Fig. 1: run 1, cell sizes after repair
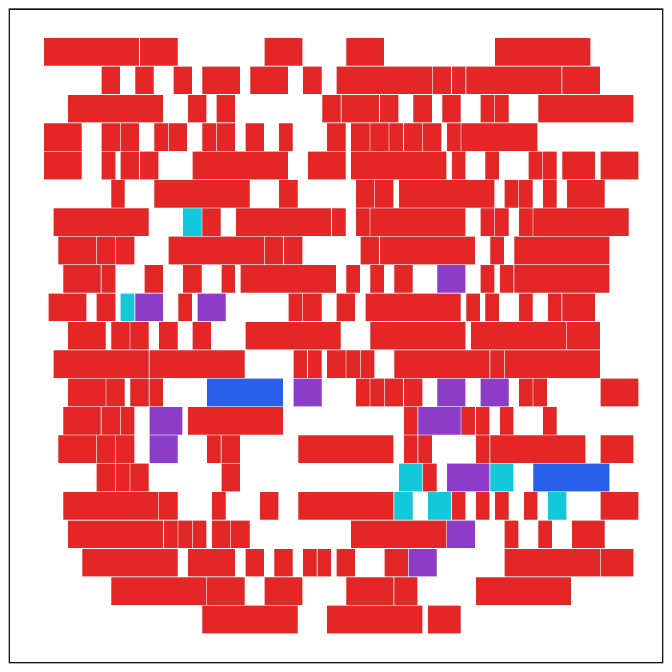
Fig. 2: run 1, the clock network
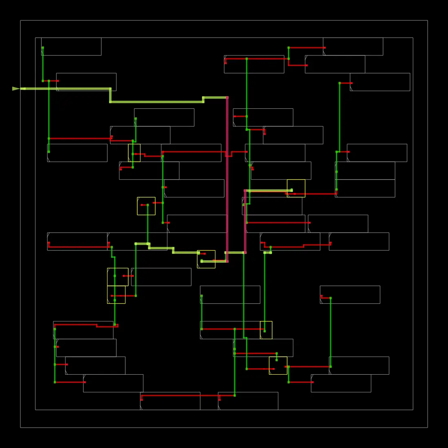
Fig. 3: run 1, met1 routing
Supply wires on this layer in grey. Cells faint in the background.
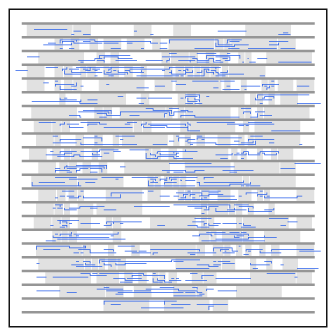
File: src/rtl/serial_adder.sv
// Bit-serial WIDTH-bit adder with a START/BUSY/DONE handshake; one operand bit pair per cycle, LSB first.
// Optional feature: define SERIAL_ADDER_OVF_EN to add the registered two's-complement overflow output OVF.
module serial_adder #(
  parameter int WIDTH = 8
) (
  input  logic             CLK,
  input  logic             RST_N,
  input  logic             START,
  input  logic [WIDTH-1:0] A,
  input  logic [WIDTH-1:0] B,
  input  logic             CIN,
  output logic             BUSY,
  output logic             DONE,
  output logic [WIDTH-1:0] SUM,
  output logic             COUT
`ifdef SERIAL_ADDER_OVF_EN
  ,
  output logic             OVF
`endif
);

  localparam int CW = (WIDTH > 2) ? $clog2(WIDTH) : 1;
  localparam logic [CW-1:0] CNT_LAST = CW'(WIDTH - 1);

  if (WIDTH < 2) begin : g_width_check
    $error("serial_adder: WIDTH must be at least 2");
  end

  typedef enum logic [1:0] {
    ST_IDLE,
    ST_SHIFT,
    ST_DONE
  } state_t;

  state_t state, state_nx;

  logic [WIDTH-1:0] a_sh, b_sh, res_sh, res_nx;
  logic [CW-1:0]    cnt;
  logic             carry, carry_nx;
  logic             s1, c1, bit_s, c2;
  logic             accept, last_bit;
  logic             busy_q, done_q, cout_q;
  logic [WIDTH-1:0] sum_q;

  // START is only honoured outside SHIFT, so a busy adder never restarts.
  assign accept   = START && (state != ST_SHIFT);
  assign last_bit = (state == ST_SHIFT) && (cnt == CNT_LAST);

  // Two cascaded half adders form the full-adder cell for the current bit.
  always_comb begin
    s1       = a_sh[0] ^ b_sh[0];
    c1       = a_sh[0] & b_sh[0];
    bit_s    = s1 ^ carry;
    c2       = s1 & carry;
    carry_nx = c1 | c2;
    res_nx   = {bit_s, res_sh[WIDTH-1:1]};
  end

  // NOTE: every signal assigned in always_comb gets a default first so no latch is inferred.
  always_comb begin
    state_nx = state;
    unique case (state)
      ST_IDLE:  if (START) state_nx = ST_SHIFT;
      ST_SHIFT: if (last_bit) state_nx = ST_DONE;
      ST_DONE:  state_nx = START ? ST_SHIFT : ST_IDLE;
      default:  state_nx = ST_IDLE;
    endcase
  end

  // NOTE: sequential state uses non-blocking assignments so all flops update from pre-edge values.
  always_ff @(posedge CLK or negedge RST_N) begin
    if (!RST_N) state <= ST_IDLE;
    else        state <= state_nx;
  end

  // NOTE: the datapath registers are reset too, so an aborted operation leaves nothing behind.
  always_ff @(posedge CLK or negedge RST_N) begin
    if (!RST_N) begin
      a_sh   <= '0;
      b_sh   <= '0;
      res_sh <= '0;
      carry  <= 1'b0;
      cnt    <= '0;
      busy_q <= 1'b0;
      done_q <= 1'b0;
      sum_q  <= '0;
      cout_q <= 1'b0;
    end else begin
      busy_q <= (state_nx == ST_SHIFT);
      done_q <= last_bit;
      if (accept) begin
        a_sh   <= A;
        b_sh   <= B;
        carry  <= CIN;
        res_sh <= '0;
        cnt    <= '0;
      end else if (state == ST_SHIFT) begin
        a_sh   <= a_sh >> 1;
        b_sh   <= b_sh >> 1;
        carry  <= carry_nx;
        res_sh <= res_nx;
        cnt    <= cnt + CW'(1);
        if (last_bit) begin
          sum_q  <= res_nx;
          cout_q <= carry_nx;
        end
      end
    end
  end

`ifdef SERIAL_ADDER_OVF_EN
  localparam logic [CW-1:0] CNT_PRE_MSB = CW'(WIDTH - 2);

  logic carry_msb, ovf_q;

  // carry_msb captures the carry leaving bit WIDTH-2, i.e. the carry entering the MSB cycle.
  always_ff @(posedge CLK or negedge RST_N) begin
    if (!RST_N) begin
      carry_msb <= 1'b0;
      ovf_q     <= 1'b0;
    end else if (state == ST_SHIFT) begin
      if (cnt == CNT_PRE_MSB) carry_msb <= carry_nx;
      if (last_bit)           ovf_q     <= carry_msb ^ carry_nx;
    end
  end

  assign OVF = ovf_q;
`endif

  assign BUSY = busy_q;
  assign DONE = done_q;
  assign SUM  = sum_q;
  assign COUT = cout_q;

  a_busy_done_exclusive : assert property (@(posedge CLK) disable iff (!RST_N) !(BUSY && DONE));
  a_done_single_pulse   : assert property (@(posedge CLK) disable iff (!RST_N) DONE |=> !DONE);

endmodule

File: config.mk
export PLATFORM = sky130hd
export DESIGN_NAME = serial_adder
export DESIGN_NICKNAME = d
export VERILOG_FILES = /design/src/rtl/serial_adder.sv
export SDC_FILE = /design/constraint.sdc
export NUM_CORES = 1
export LEC_CHECK = 0
export ABC_AREA = 1
export CORE_MARGIN = 2
export CORE_UTILIZATION = 51
export CTS_CLUSTER_SIZE = 14
export DETAILED_ROUTE_END_ITERATION = 10
export PLACE_DENSITY_LB_ADDON = 0.05
export SYNTH_ARGS = -nofsm -noshare
export SYNTH_HDL_FRONTEND = slang
export SYNTH_SLANG_ARGS = --single-unit
File: constraint.sdc
create_clock -name CLK -period 1.4 [get_ports CLK]
set_input_delay 0.28 -clock CLK [delete_from_list [all_inputs] [get_ports CLK]]
set_output_delay 0.28 -clock CLK [all_outputs]
set_load 0.02 [all_outputs]
==> run notes, run 1 <==
Main metrics from the flow reports.

The post-CTS setup buffer count is 0. In the global route stage, met3 resource usage came out at 0.0432. The filler-free cell count of the finished design is 272. The area growth from synthesis to layout is 23.1%. The hold-fix buffer count after cts came out at 1.

The worst setup margin is 55.0 ps. Adding up every negative setup slack in the final design gives 0 ps. The dominant kind of cell is flip-flops and latches. The number of different library cells in the post-synthesis netlist is 16. The layout report lists the clock-cell share of area as 0.0262. Per report_power, the Clock row totals 572 uW.

The area taken by flip-flops and latches is ~1000 sq um. The clock-pin slew reported for the worst setup and hold paths after clock tree synthesis is about 130 ps. The busiest layer in global routing is met2.

The number of maximum-capacitance violations is 0. Per the post-run analysis, buffers plus inverters along the critical path come to 1. The hold violation total from the final report is 0.

The path class of the tightest hold or removal check is input pin to asynchronous set/reset pin. Per the layout area report, the sequential fraction of cell area is 0.466. The remaining max-slew budget at the tightest pin is 0.680. The x dimension of the die is approximately 63 microns.

The number of logged tool warnings is 26. The synthesis report lists the Yosys warning total as 0. The layout has between 300 and 400 filler cells. The post-route clock skew came out at approximately 17 ps. The multiplexer share of the synthesized area came out at 0.

The end of the worst register-to-register path is DONE$_DFF_PN0_. The startpoint of the worst register-to-register path is cnt[0]$_DFFE_PN0P_. The total sequential power came out at around 1.9 mW. The critical path startpoint is SUM[0]$_DFFE_PN0P_. According to the report, the first pass of detailed routing completed in 4 iterations. Sorting the synthesized cells by how often they occur yields sky130_fd_sc_hd__nand2_1, sky130_fd_sc_hd__nand3_1, sky130_fd_sc_hd__dfrtp_1. The number of storage elements in the synthesis netlist came out at about 40. The total power per unit cell area is 1950 nW/um^2. Per the timing report, the achievable frequency comes out to roughly 740 MHz. In this run the power spent charging and discharging nets is around 1.7 mW.

The synthesized design spends more area on one cell type than any other, namely sky130_fd_sc_hd__dfrtp_1. The row count is 21. The number of combinational gates with multiple inputs is approximately 130. The instance count after placement with tap cells included came out at approximately 260.

The met1 routing resource usage after global routing is 0.229. The detailed-route wire length per cell came out at ~12 microns. The final critical-path required period is 1340 ps. The dominant kind of combinational cell is simple AND/OR/NAND/NOR gates.

The length of routed wiring on met1 came out at between 1500 and 2000 microns. The initial antenna violation count was 0. The well tap count is about 46.

Among all stages on the critical path, the largest delay is contributed by sky130_fd_sc_hd__dfrtp_1. The logic area is roughly 630 sq um. The worst-case reg-to-reg setup slack stands at roughly 80 ps.

The internal power of the cells totals 2.51 mW. The area share of buffers outside the clock network came out at 0.171. The first-pass GRT wire length came out at around 6000 microns. The area fraction in and, or, nand and nor cells is 0.318.

The proportion of register bits with asynchronous set or reset after synthesis is 1.00. The share of post-route cells with drive strength above 1 came out at 0.0929. Counting the inverters off the clock network in the layout gives 9. The path length in cells of the critical path came out at 1. The kind of cell with the highest combined delay along the critical path is flip-flops. The longest individual stage delay on the worst path came out at around 400 ps.

The worst setup path is launched from a flop. The final count of pins violating max slew is 0. A synthesized cell averages 9.09 sq um.

The first-iteration detailed-routing DRC count is 34. The part of the cycle the worst path needs came out at 0.961. The highest metal layer carrying signal wires in the routed design is met4. The fraction of power spent switching nets came out at 0.401. The via count of the first global-routing pass came out at around 1.4k. The tree is rooted in a sky130_fd_sc_hd__clkbuf_4. The placeable core area is 3310 sq um. Setup violations remaining at the end of the flow were counted as 0. The die outline height came out at about 63 microns. For the pin with the worst max-slew slack, the measured transition is 479 ps. Entering global routing, the biggest net connects 32 pins. The total via count in the routed design is between 1k and 1.5k. The clock net sink count came out at about 40. The worst-case setup slack after placement came out at -0.0253 ps. The power report attributes to the clock group a share of 0.137.

Once layout is complete, the utilization of the core stands at 0.649. Of the total power, combinational logic draws 0.406. In the synthesized netlist the dominant register cell turns out to be sky130_fd_sc_hd__dfrtp_1. The number of antenna repair diodes came out at 0. The met2 wire length is between 1500 and 2000 microns. The overall routing resource usage came out at 0.195. Counting every net in the synthesized netlist gives 215. The leftover overflow at the end of global routing came out at 0. TritonCTS built the clock tree.

The mapped cell area is approximately 1700 sq um. The maximum root-to-sink buffer count came out at 2. The HPWL after detailed placement came out at about 2300 microns. Setup repair after global routing left no endpoint under its margin. The arithmetic-cell share of the synthesized area counting full adders, half adders and majority gates came out at 0.0258.

The critical path is of the flop to primary output type. The number of cell instances on the worst register-to-register path is 5. The remaining number of nets flagged by the antenna check after routing came out at 0. The die area came out at around 3900 sq um. The area fraction in xor and xnor cells is 0. The flow ran to the end, and the final reports show no timing, DRC or antenna violations. The worst vdd rail ir drop is about 0.00094 V.

The finished layout cell area came out at 2150 sq um. The number of cells in the yosys synthesis report is around 190. The post-detailed-route via-to-cell ratio came out at about 5.2. The starting density of the core is 0.527. Of the total standard cell area in the layout, the multi-input combinational portion is 0.295. The relative contribution of sequential cells to total power came out at 0.457. According to the Yosys statistics, the synthesized design has a chip area of around 1700 sq um.

The highest net fanout along the worst path came out at 2. The post-synthesis instance total is 192. The number of ordinary and repair buffers in the finished layout came out at 37.

In the final design database the tool counted approximately 250 nets. STA puts the critical path data required time at about 1100 ps. The register area share after synthesis is 0.573. Of the post-synthesis cell area, the dominant cell type holds 0.573.
About Fig. 1:
Key: cyan = _2 cells [cells 7, share 3.1%]; purple = _3 and _4 cells [cells 12, share 5.3%]; red = _0 and _1 cells [cells 205, share 91%]; blue = _6 and larger [cells 2, share 0.88%]

About Fig. 2:
clock buffers created by TritonCTS: 5
number of clock buffers in the layout: 5
clock latency on the worst-skew pair: 340 ps
flip-flops: 40

About Fig. 3:
The longest straight run is 14.3 microns. The layer holds 45% of the routed length. 220 nets have wire on it. The layer carries 1,510 microns of wire. The wires run mostly horizontal.

Fig. 4: run 1, clock network drawn from the DEF
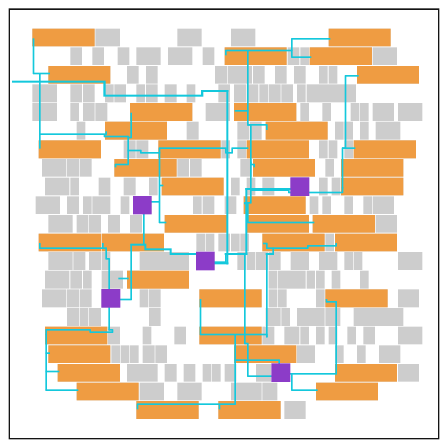

==> inputs of run 2 (changes only) <==
ABC_AREA = not set   (was 1)
CORE_UTILIZATION = 52   (was 51)
Fig. 5: run 2, clock network drawn from the DEF
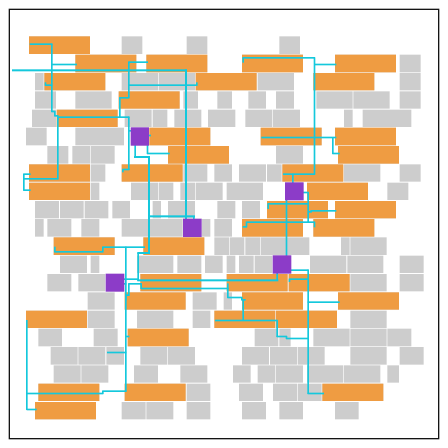
Key: cyan = clock wires [length 438 microns]; orange = flip-flops [count 40]; purple = clock drivers [count 5]
Position of the flops: spread over the die.
Power Clock: 535 uW
Max Clock Skew: 7.59 ps
proportion of power drawn by the clock network: 0.120
clock latency on the worst-skew pair: 330 ps

Fig. 6: run 2, the clock network
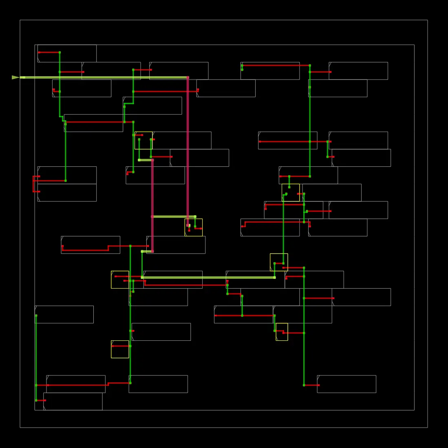
Clock Sinks: 40

==> run notes, run 2 <==
Main metrics from the flow reports.

The share of post-route cells with drive strength above 1 is 0.392 (was 0.0929). The register area share after synthesis came to 0.540 (was 0.573). The TritonCTS clock tree is done (unchanged). The HPWL after detailed placement came out at 2100 microns (was 2330 microns). The hold-fix buffer count after cts is 1 (unchanged).

The starting density of the core is 0.547 (was 0.527). The kind of start point of the critical path was a flop (unchanged). The family of cells with the greatest summed delay on the critical path was flip-flops (unchanged). The first-iteration detailed-routing DRC count came to 34 (unchanged). The checks that failed: setup timing. The flop share of the area is 0.422 (was 0.466). The area growth from synthesis to layout is 27.8% (was 23.1%). The logic area is 802 sq um (was 633 sq um). Outcome: complete, but fails checks (was finished, final reports clean). The clock-pin slew reported for the worst setup and hold paths after clock tree synthesis was 110 ps (was 130 ps). The proportion of netlist area held by the largest area contributor is 0.540 (was 0.573).

The startpoint of the worst register-to-register path was cnt[0]$_DFFE_PN0P_ (unchanged). The largest net degree at the start of global routing came to 25 (was 32). The number of buffers created by CTS is 5 (unchanged).

The first-pass GRT wire length came to 5440 microns (was 5980 microns). The die outline height came out at 63.7 microns (was 62.5 microns). The dominant kind of combinational cell was multiplexers (was simple AND/OR/NAND/NOR gates). The critical setup path kind is flop to flop (was flop to primary output). The relative area of clock buffers and inverters in the final design came to 0.0211 (was 0.0262).

The area taken by flip-flops and latches is 1000 sq um (unchanged). The arrival time at the worst endpoint came out at 1720 ps (was 1060 ps). The initial antenna violation count came out at 0 (unchanged). The total power per unit cell area came to 1880 nW/um^2 (was 1950 nW/um^2). RSZ-0062 raised after global routing: yes (was no). The overall routing resource usage came out at 0.177 (was 0.195). The number of maximum-capacitance violations is 0 (unchanged). The dominant kind of cell is flip-flops and latches (unchanged). The well tap count is 46 (unchanged).

The placeable core area came out at 3390 sq um (was 3310 sq um). The synthesized area per cell is 14.7 sq um (was 9.09 sq um). The slowest cell on the critical path is sky130_fd_sc_hd__dfrtp_1 (unchanged). The number of combinational gates with multiple inputs is 71 (was 132). The count of TritonRoute iterations in the first routing pass came out at 3 (was 4).

The instance count after placement with tap cells included is 207 (was 261). The final number of setup-violating endpoints came out at 8 (was 0). The arithmetic-cell share of the synthesized area counting full adders, half adders and majority gates was 0.0243 (was 0.0258). The area fraction in xor and xnor cells is 0 (unchanged). The count of synthesis-stage warnings from yosys came to 0 (unchanged). The relative contribution of sequential cells to total power is 0.430 (was 0.457). The x dimension of the die came out at 63.7 microns (was 62.5 microns). The number of nets in the finished design is 194 (was 248). The met2 wire length is 1460 microns (was 1680 microns). The end of the worst register-to-register path was SUM[2]$_DFFE_PN0P_ (was DONE$_DFF_PN0_). The row count is 21 (unchanged).

The worst vdd rail ir drop came to 0.00111 V (was 0.000940 V). The area share of buffers outside the clock network came to 0.181 (was 0.171). The required time reported for the critical path endpoint came out at 1630 ps (was 1120 ps). The internal power summed over all cells is 3.04 mW (was 2.51 mW).

The cell type with the largest total area was sky130_fd_sc_hd__dfrtp_1 (unchanged). The hold violation total from the final report is 0 (unchanged). The total negative slack is -558 ps (was 0 ps).

The number of cells in the yosys synthesis report is 126 (was 192). The most instantiated flip-flop cell in the synthesis netlist is sky130_fd_sc_hd__dfrtp_1 (unchanged). The chip area from the yosys synthesis statistics came out at 1850 sq um (was 1750 sq um). The highest net fanout along the worst path is 6 (was 2). The post-synthesis instance total came out at 126 (was 192). The remaining max-slew budget at the tightest pin came out at 0.712 (was 0.680). The longest individual stage delay on the worst path is 400 ps (about the same). The global routing usage on met2 came out at 0.279 (was 0.341). The remaining number of nets flagged by the antenna check after routing is 0 (unchanged). The post-synth net total came out at 149 (was 215). The final count of pins violating max slew is 0 (unchanged). The count of flip-flops and latches came to 40 (unchanged).

The detailed-route wire length per cell came out at 13.9 microns (was 12.3 microns). The logic share of the area is 0.338 (was 0.295). The number of ordinary and repair buffers in the finished layout came to 45 (was 37). The filler-free cell count of the finished design came to 217 (was 272).

The number of different library cells in the post-synthesis netlist is 17 (was 16). The total via count in the routed design came out at 1,075 (was 1,425). The leftover overflow at the end of global routing came out at 0 (unchanged). The measured slew at the worst slew-check pin is 432 ps (was 479 ps). The mapped cell area was 1850 sq um (was 1750 sq um). Most frequent cells after synthesis: sky130_fd_sc_hd__dfrtp_1, sky130_fd_sc_hd__mux2_2, sky130_fd_sc_hd__mux2_4 (was sky130_fd_sc_hd__nand2_1, sky130_fd_sc_hd__nand3_1, sky130_fd_sc_hd__dfrtp_1). The post-detailed-route via-to-cell ratio came out at 4.95 (was 5.24). The fraction of power spent switching nets came out at 0.319 (was 0.401).

The area fraction in and, or, nand and nor cells came to 0.0506 (was 0.318). CP Cell Sequence: ha_2, ha_4, nand3b_1, buf_6, mux2_4 (was dlygate4sd2_1). The final critical-path required period is 1490 ps (was 1340 ps). The finished layout cell area came out at 2370 sq um (was 2150 sq um). The met3 usage in global routing came out at 0.0446 (was 0.0432). The worst setup margin came out at -87.5 ps (was 55.0 ps). The met1 routing resource usage after global routing came out at 0.234 (was 0.229). The count of fill cells added during filler insertion is 251 (was 322). The via count of the first global-routing pass came out at 1,163 (was 1,367). The number of storage elements in the synthesis netlist came out at 40 (unchanged). The busiest layer in global routing is met2 (unchanged). The path length in cells of the critical path came out at 5 (was 1). The worst-case setup slack after placement is -302 ps (was -0.0253 ps).

The utilization of the core after routing came out at 0.699 (was 0.649). The total sequential power is 1.92 mW (was 1.91 mW). The reg2reg setup slack is -90 ps (was 80 ps).

The maximum root-to-sink buffer count was 2 (unchanged). The worst min-delay path category was input pin to asynchronous set/reset pin (unchanged). The inverter tally of the final layout excluding the clock network is 8 (was 9). The clock root buffer is sky130_fd_sc_hd__clkbuf_4 (unchanged). The part of the cycle the worst path needs came out at 1.06 (was 0.961). The part of the power in combinational logic is 0.450 (was 0.406). The number of logged tool warnings is 29 (was 26). The number of antenna repair diodes is 0 (unchanged). The multiplexer share of the synthesized area came to 0.329 (was 0). The buffers plus inverters on the worst setup path came out at 1 (unchanged).
Fig. 7: run 2, cell sizes after repair
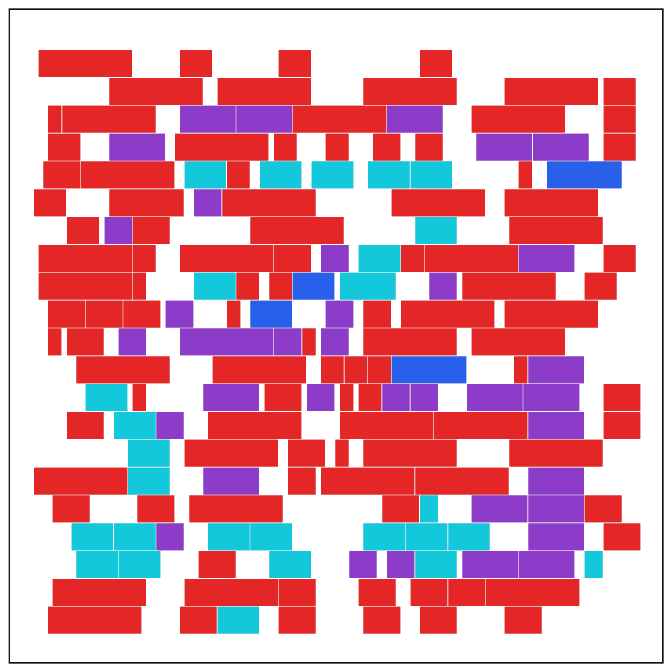

==> inputs of run 3 (changes only) <==
SKIP_CTS_REPAIR_TIMING = 1   (was not set)
clock period = 1.5 ns   (was 1.4 ns; I/O delays follow)
Fig. 8: run 3, cell sizes after repair
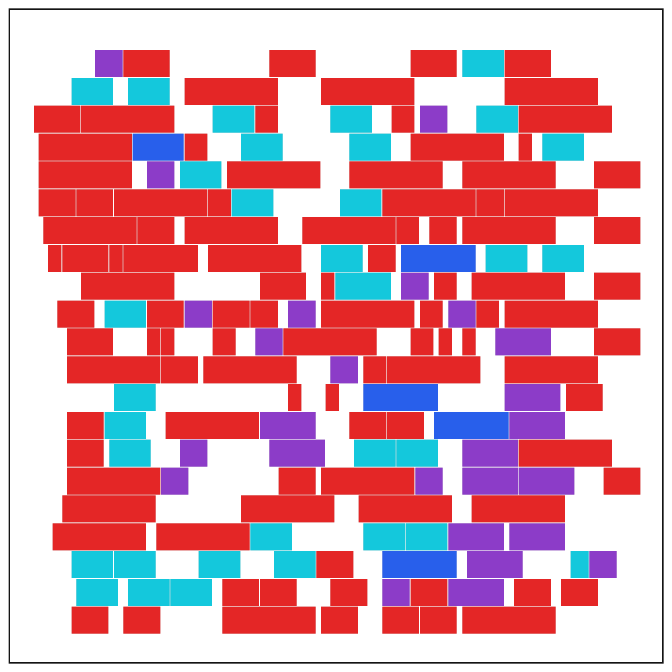
Key: cyan = _2 cells [cells 33, share 20%]; purple = _3 and _4 cells [cells 26, share 15%]; red = _0 and _1 cells [cells 104, share 62%]; blue = _6 and larger [cells 5, share 3.0%]
Final Instance Area: 2370 sq um
final critical-path setup slack: 45.6 ps
Syn-to-layout area delta: 28.0%
number of buffers other than clock buffers in the final layout: 41

Fig. 9: run 3, placement by cell class
The bar under the picture is 20 microns long.
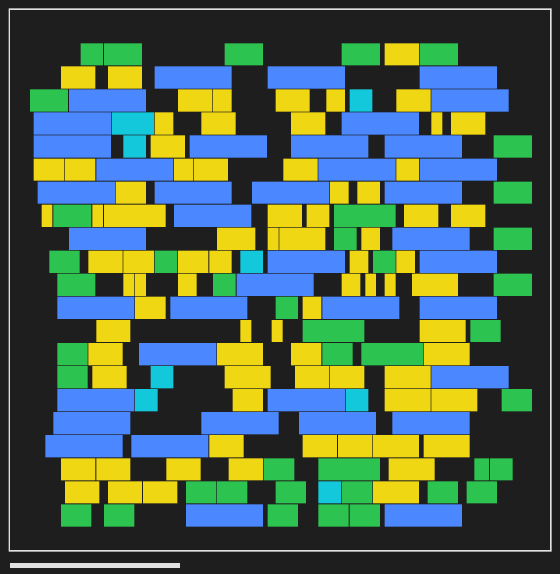
Key: cyan = clock drivers and dummy loads [cells 8]; blue = sequential cells [cells 40]; yellow = combinational and other logic [cells 79]; green = remaining buffers and delay cells [cells 41]

==> run notes, run 3 <==
Main metrics from the flow reports.

The synthesized area per cell is 14.7 sq um (unchanged). The starting density of the core is 0.547 (unchanged). The utilization of the core after routing came out at 0.700 (was 0.699).

The number of cells in the yosys synthesis report is 126 (unchanged). The total sequential power is 1.78 mW (was 1.92 mW). The top routing layer in use was met4 (unchanged). The post-synth net total came out at 149 (unchanged).

The dominant kind of combinational cell is multiplexers (unchanged). CP Cell Sequence: ha_1, ha_2, nand3b_1, buf_12, mux2_2 (was ha_2, ha_4, nand3b_1, buf_6, mux2_4). The well tap count came to 46 (unchanged). The post-detailed-route via-to-cell ratio is 4.96 (was 4.95). The net switching power figure is 1.34 mW (was 1.42 mW). The path length in cells of the critical path is 5 (unchanged). The number of combinational gates with multiple inputs is 71 (unchanged). Violations in the final reports: hold timing (was setup timing). The number of port buffers was 30 (unchanged). The register area share after synthesis came out at 0.540 (unchanged). Leading post-synthesis cells by cell area: sky130_fd_sc_hd__dfrtp_1, sky130_fd_sc_hd__mux2_2, sky130_fd_sc_hd__mux2_4, sky130_fd_sc_hd__mux2i_1, sky130_fd_sc_hd__nor2b_1 (unchanged). The highest attainable clock frequency came out at 688 MHz (was 672 MHz). The internal power summed over all cells came out at 2.91 mW (was 3.04 mW). The final count of pins violating max slew is 0 (unchanged). The most instantiated flip-flop cell in the synthesis netlist is sky130_fd_sc_hd__dfrtp_1 (unchanged). The element type at the critical path end is a flop (unchanged). The arrival time at the worst endpoint is 1710 ps (was 1720 ps). The via count of the first global-routing pass is 1,128 (was 1,163). The number of antenna repair diodes came out at 0 (unchanged). The startpoint of the worst register-to-register path is cnt[0]$_DFFE_PN0P_ (unchanged).

The detailed-route wire length per cell was 14.3 microns (was 13.9 microns). The area fraction in xor and xnor cells came to 0 (unchanged). The logic share of the area is 0.322 (was 0.338).

RSZ-0062 raised after global routing: no (was yes). The fraction of power spent switching nets came to 0.316 (was 0.319). The highest net fanout along the worst path was 10 (was 6).

The cell type with the largest total area is sky130_fd_sc_hd__dfrtp_1 (unchanged). The remaining number of nets flagged by the antenna check after routing is 0 (unchanged). The H-tree depth came out at 2 (unchanged).

The instance count after placement with tap cells included is 204 (was 207). The total power of the final layout is 4.26 mW (was 4.46 mW). The end of the worst register-to-register path is SUM[2]$_DFFE_PN0P_ (unchanged). The destination of the critical timing path is SUM[2]$_DFFE_PN0P_ (unchanged). The number of storage elements in the synthesis netlist came out at 40 (unchanged). The leftover overflow at the end of global routing came to 0 (unchanged). The part of the cycle the worst path needs is 0.970 (was 1.06).

Most frequent cells in the layout: sky130_fd_sc_hd__dfrtp_1, sky130_fd_sc_hd__mux2_2, sky130_fd_sc_hd__clkdlybuf4s50_1, sky130_fd_sc_hd__mux2_4, sky130_fd_sc_hd__dlymetal6s2s_1 (was sky130_fd_sc_hd__dfrtp_1, sky130_fd_sc_hd__mux2_2, sky130_fd_sc_hd__mux2_4, sky130_fd_sc_hd__clkdlybuf4s50_1, sky130_fd_sc_hd__dlygate4sd2_1). The overall routing resource usage is 0.177 (unchanged). The count of fill cells added during filler insertion came to 248 (was 251). The part of the power in combinational logic is 0.441 (was 0.450). The met2 wire length is 1450 microns (was 1460 microns).

The chip area from the yosys synthesis statistics is 1850 sq um (unchanged). The length of routed wiring on met1 came to 1420 microns (was 1410 microns). The number of buffers created by CTS is 5 (unchanged). The largest net degree at the start of global routing is 41 (was 25). The routability congestion estimate came to 0.660 (was 0.715). The total negative slack came out at 0 ps (was -558 ps). The hold violation total from the final report was 33 (was 0). The clock group total power is 595 uW (was 535 uW). The clock net sink count came out at 40 (unchanged). The met3 usage in global routing is 0.0589 (was 0.0446). The buffers plus inverters on the worst setup path is 1 (unchanged).

The required time reported for the critical path endpoint was 1760 ps (was 1630 ps). The global routing usage on met2 is 0.278 (was 0.279). The slowest cell on the critical path is sky130_fd_sc_hd__dfrtp_1 (unchanged). The final critical-path required period is 1450 ps (was 1490 ps).

The relative contribution of sequential cells to total power came out at 0.419 (was 0.430). The number of maximum-capacitance violations was 0 (unchanged). The number of nets in the finished design came out at 190 (was 194). The family of cells with the greatest summed delay on the critical path is flip-flops (unchanged). The maximum root-to-sink buffer count is 2 (unchanged). The filler-free cell count of the finished design is 214 (was 217). The count of TritonRoute iterations in the first routing pass is 2 (was 3). The relative area of clock buffers and inverters in the final design came to 0.0279 (was 0.0211). The total cell area at the placement stage was 2260 sq um (was 2270 sq um).

The first-iteration detailed-routing DRC count came out at 49 (was 34). The worst min-delay path category was input pin to asynchronous set/reset pin (unchanged). The number of cell instances on the worst register-to-register path is 5 (unchanged).

The power attributed to combinational cells is 1.88 mW (was 2.00 mW). The logic area came out at 763 sq um (was 802 sq um). The met1 routing resource usage after global routing is 0.225 (was 0.234). The total via count in the routed design was 1,062 (was 1,075). The post-route clock skew is 17.0 ps (was 7.59 ps). The critical setup path kind is flop to flop (unchanged). The die outline height came out at 63.7 microns (unchanged). The number of different library cells in the post-synthesis netlist is 17 (unchanged). The busiest layer in global routing is met2 (unchanged). The area share of buffers outside the clock network is 0.192 (was 0.181). The x dimension of the die came out at 63.7 microns (unchanged). The number of logged tool warnings was 26 (was 29). The mapped cell area is 1850 sq um (unchanged). The remaining max-slew budget at the tightest pin came to 0.665 (was 0.712).

The longest individual stage delay on the worst path came to 400 ps (about the same). The share of post-route cells with drive strength above 1 is 0.381 (was 0.392). The total wire length is 3060 microns (was 3020 microns).

The proportion of register bits with asynchronous set or reset after synthesis is 1.00 (unchanged). The critical path startpoint is cnt[0]$_DFFE_PN0P_ (unchanged). The area fraction in compound gates came to 0.00675 (unchanged). The met3 wire length came out at 134 microns (was 116 microns).

The placeable core area was 3390 sq um (unchanged). The HPWL after detailed placement is 2040 microns (was 2100 microns). Most frequent cells after synthesis: sky130_fd_sc_hd__dfrtp_1, sky130_fd_sc_hd__mux2_2, sky130_fd_sc_hd__mux2_4 (unchanged). The multiplexer share of the synthesized area is 0.329 (unchanged).

The area taken by flip-flops and latches came to 1000 sq um (unchanged). The worst vdd rail ir drop came to 0.00119 V (was 0.00111 V). The die area came out at 4060 sq um (unchanged). The proportion of netlist area held by the largest area contributor is 0.540 (unchanged).

The top power consumer group is combinational logic (unchanged). The reg2reg setup slack is 50 ps (was -90 ps). The arithmetic-cell share of the synthesized area counting full adders, half adders and majority gates came out at 0.0243 (unchanged). The static power due to leakage came out at 1.28 nW (was 1.20 nW).

The number of synthesized flops with an enable pin is 0 (unchanged). The first-pass GRT wire length is 5380 microns (was 5440 microns). The count of synthesis-stage warnings from yosys came out at 0 (unchanged). The area fraction in and, or, nand and nor cells is 0.0506 (unchanged). The kind of start point of the critical path was a flop (unchanged). The minimum hold slack was -21.1 ps (was 404 ps).

The dominant kind of cell is flip-flops and latches (unchanged). The clock root buffer is sky130_fd_sc_hd__clkbuf_4 (unchanged). The post-synthesis instance total is 126 (unchanged). The worst-case setup slack after placement is -230 ps (was -302 ps). Outcome: complete, but fails checks (unchanged). The final number of setup-violating endpoints came out at 0 (was 8). The clock-pin slew reported for the worst setup and hold paths after clock tree synthesis was 120 ps (was 110 ps). The flop share of the area is 0.422 (about the same). The DRC violations left is 0 (unchanged). The row count came to 21 (unchanged).

The total power per unit cell area is 1790 nW/um^2 (was 1880 nW/um^2). The TritonCTS clock tree is done (unchanged). The most common logic cell in the routed design is sky130_fd_sc_hd__dfrtp_1 (unchanged). The inverter tally of the final layout excluding the clock network is 8 (unchanged). The initial antenna violation count is 0 (unchanged).

The measured slew at the worst slew-check pin came out at 502 ps (was 432 ps). The most frequent cell after synthesis is sky130_fd_sc_hd__dfrtp_1 (unchanged). The insertion delay at the late pin of the worst-skew pair was 360 ps (was 330 ps). The count of clock-net buffers in the final layout is 6 (was 5).

The count of flip-flops and latches was 40 (unchanged). The clock share of power was 0.140 (was 0.120). The boundary pin count is 31 (unchanged).
Power and IR drop assume default switching activity.
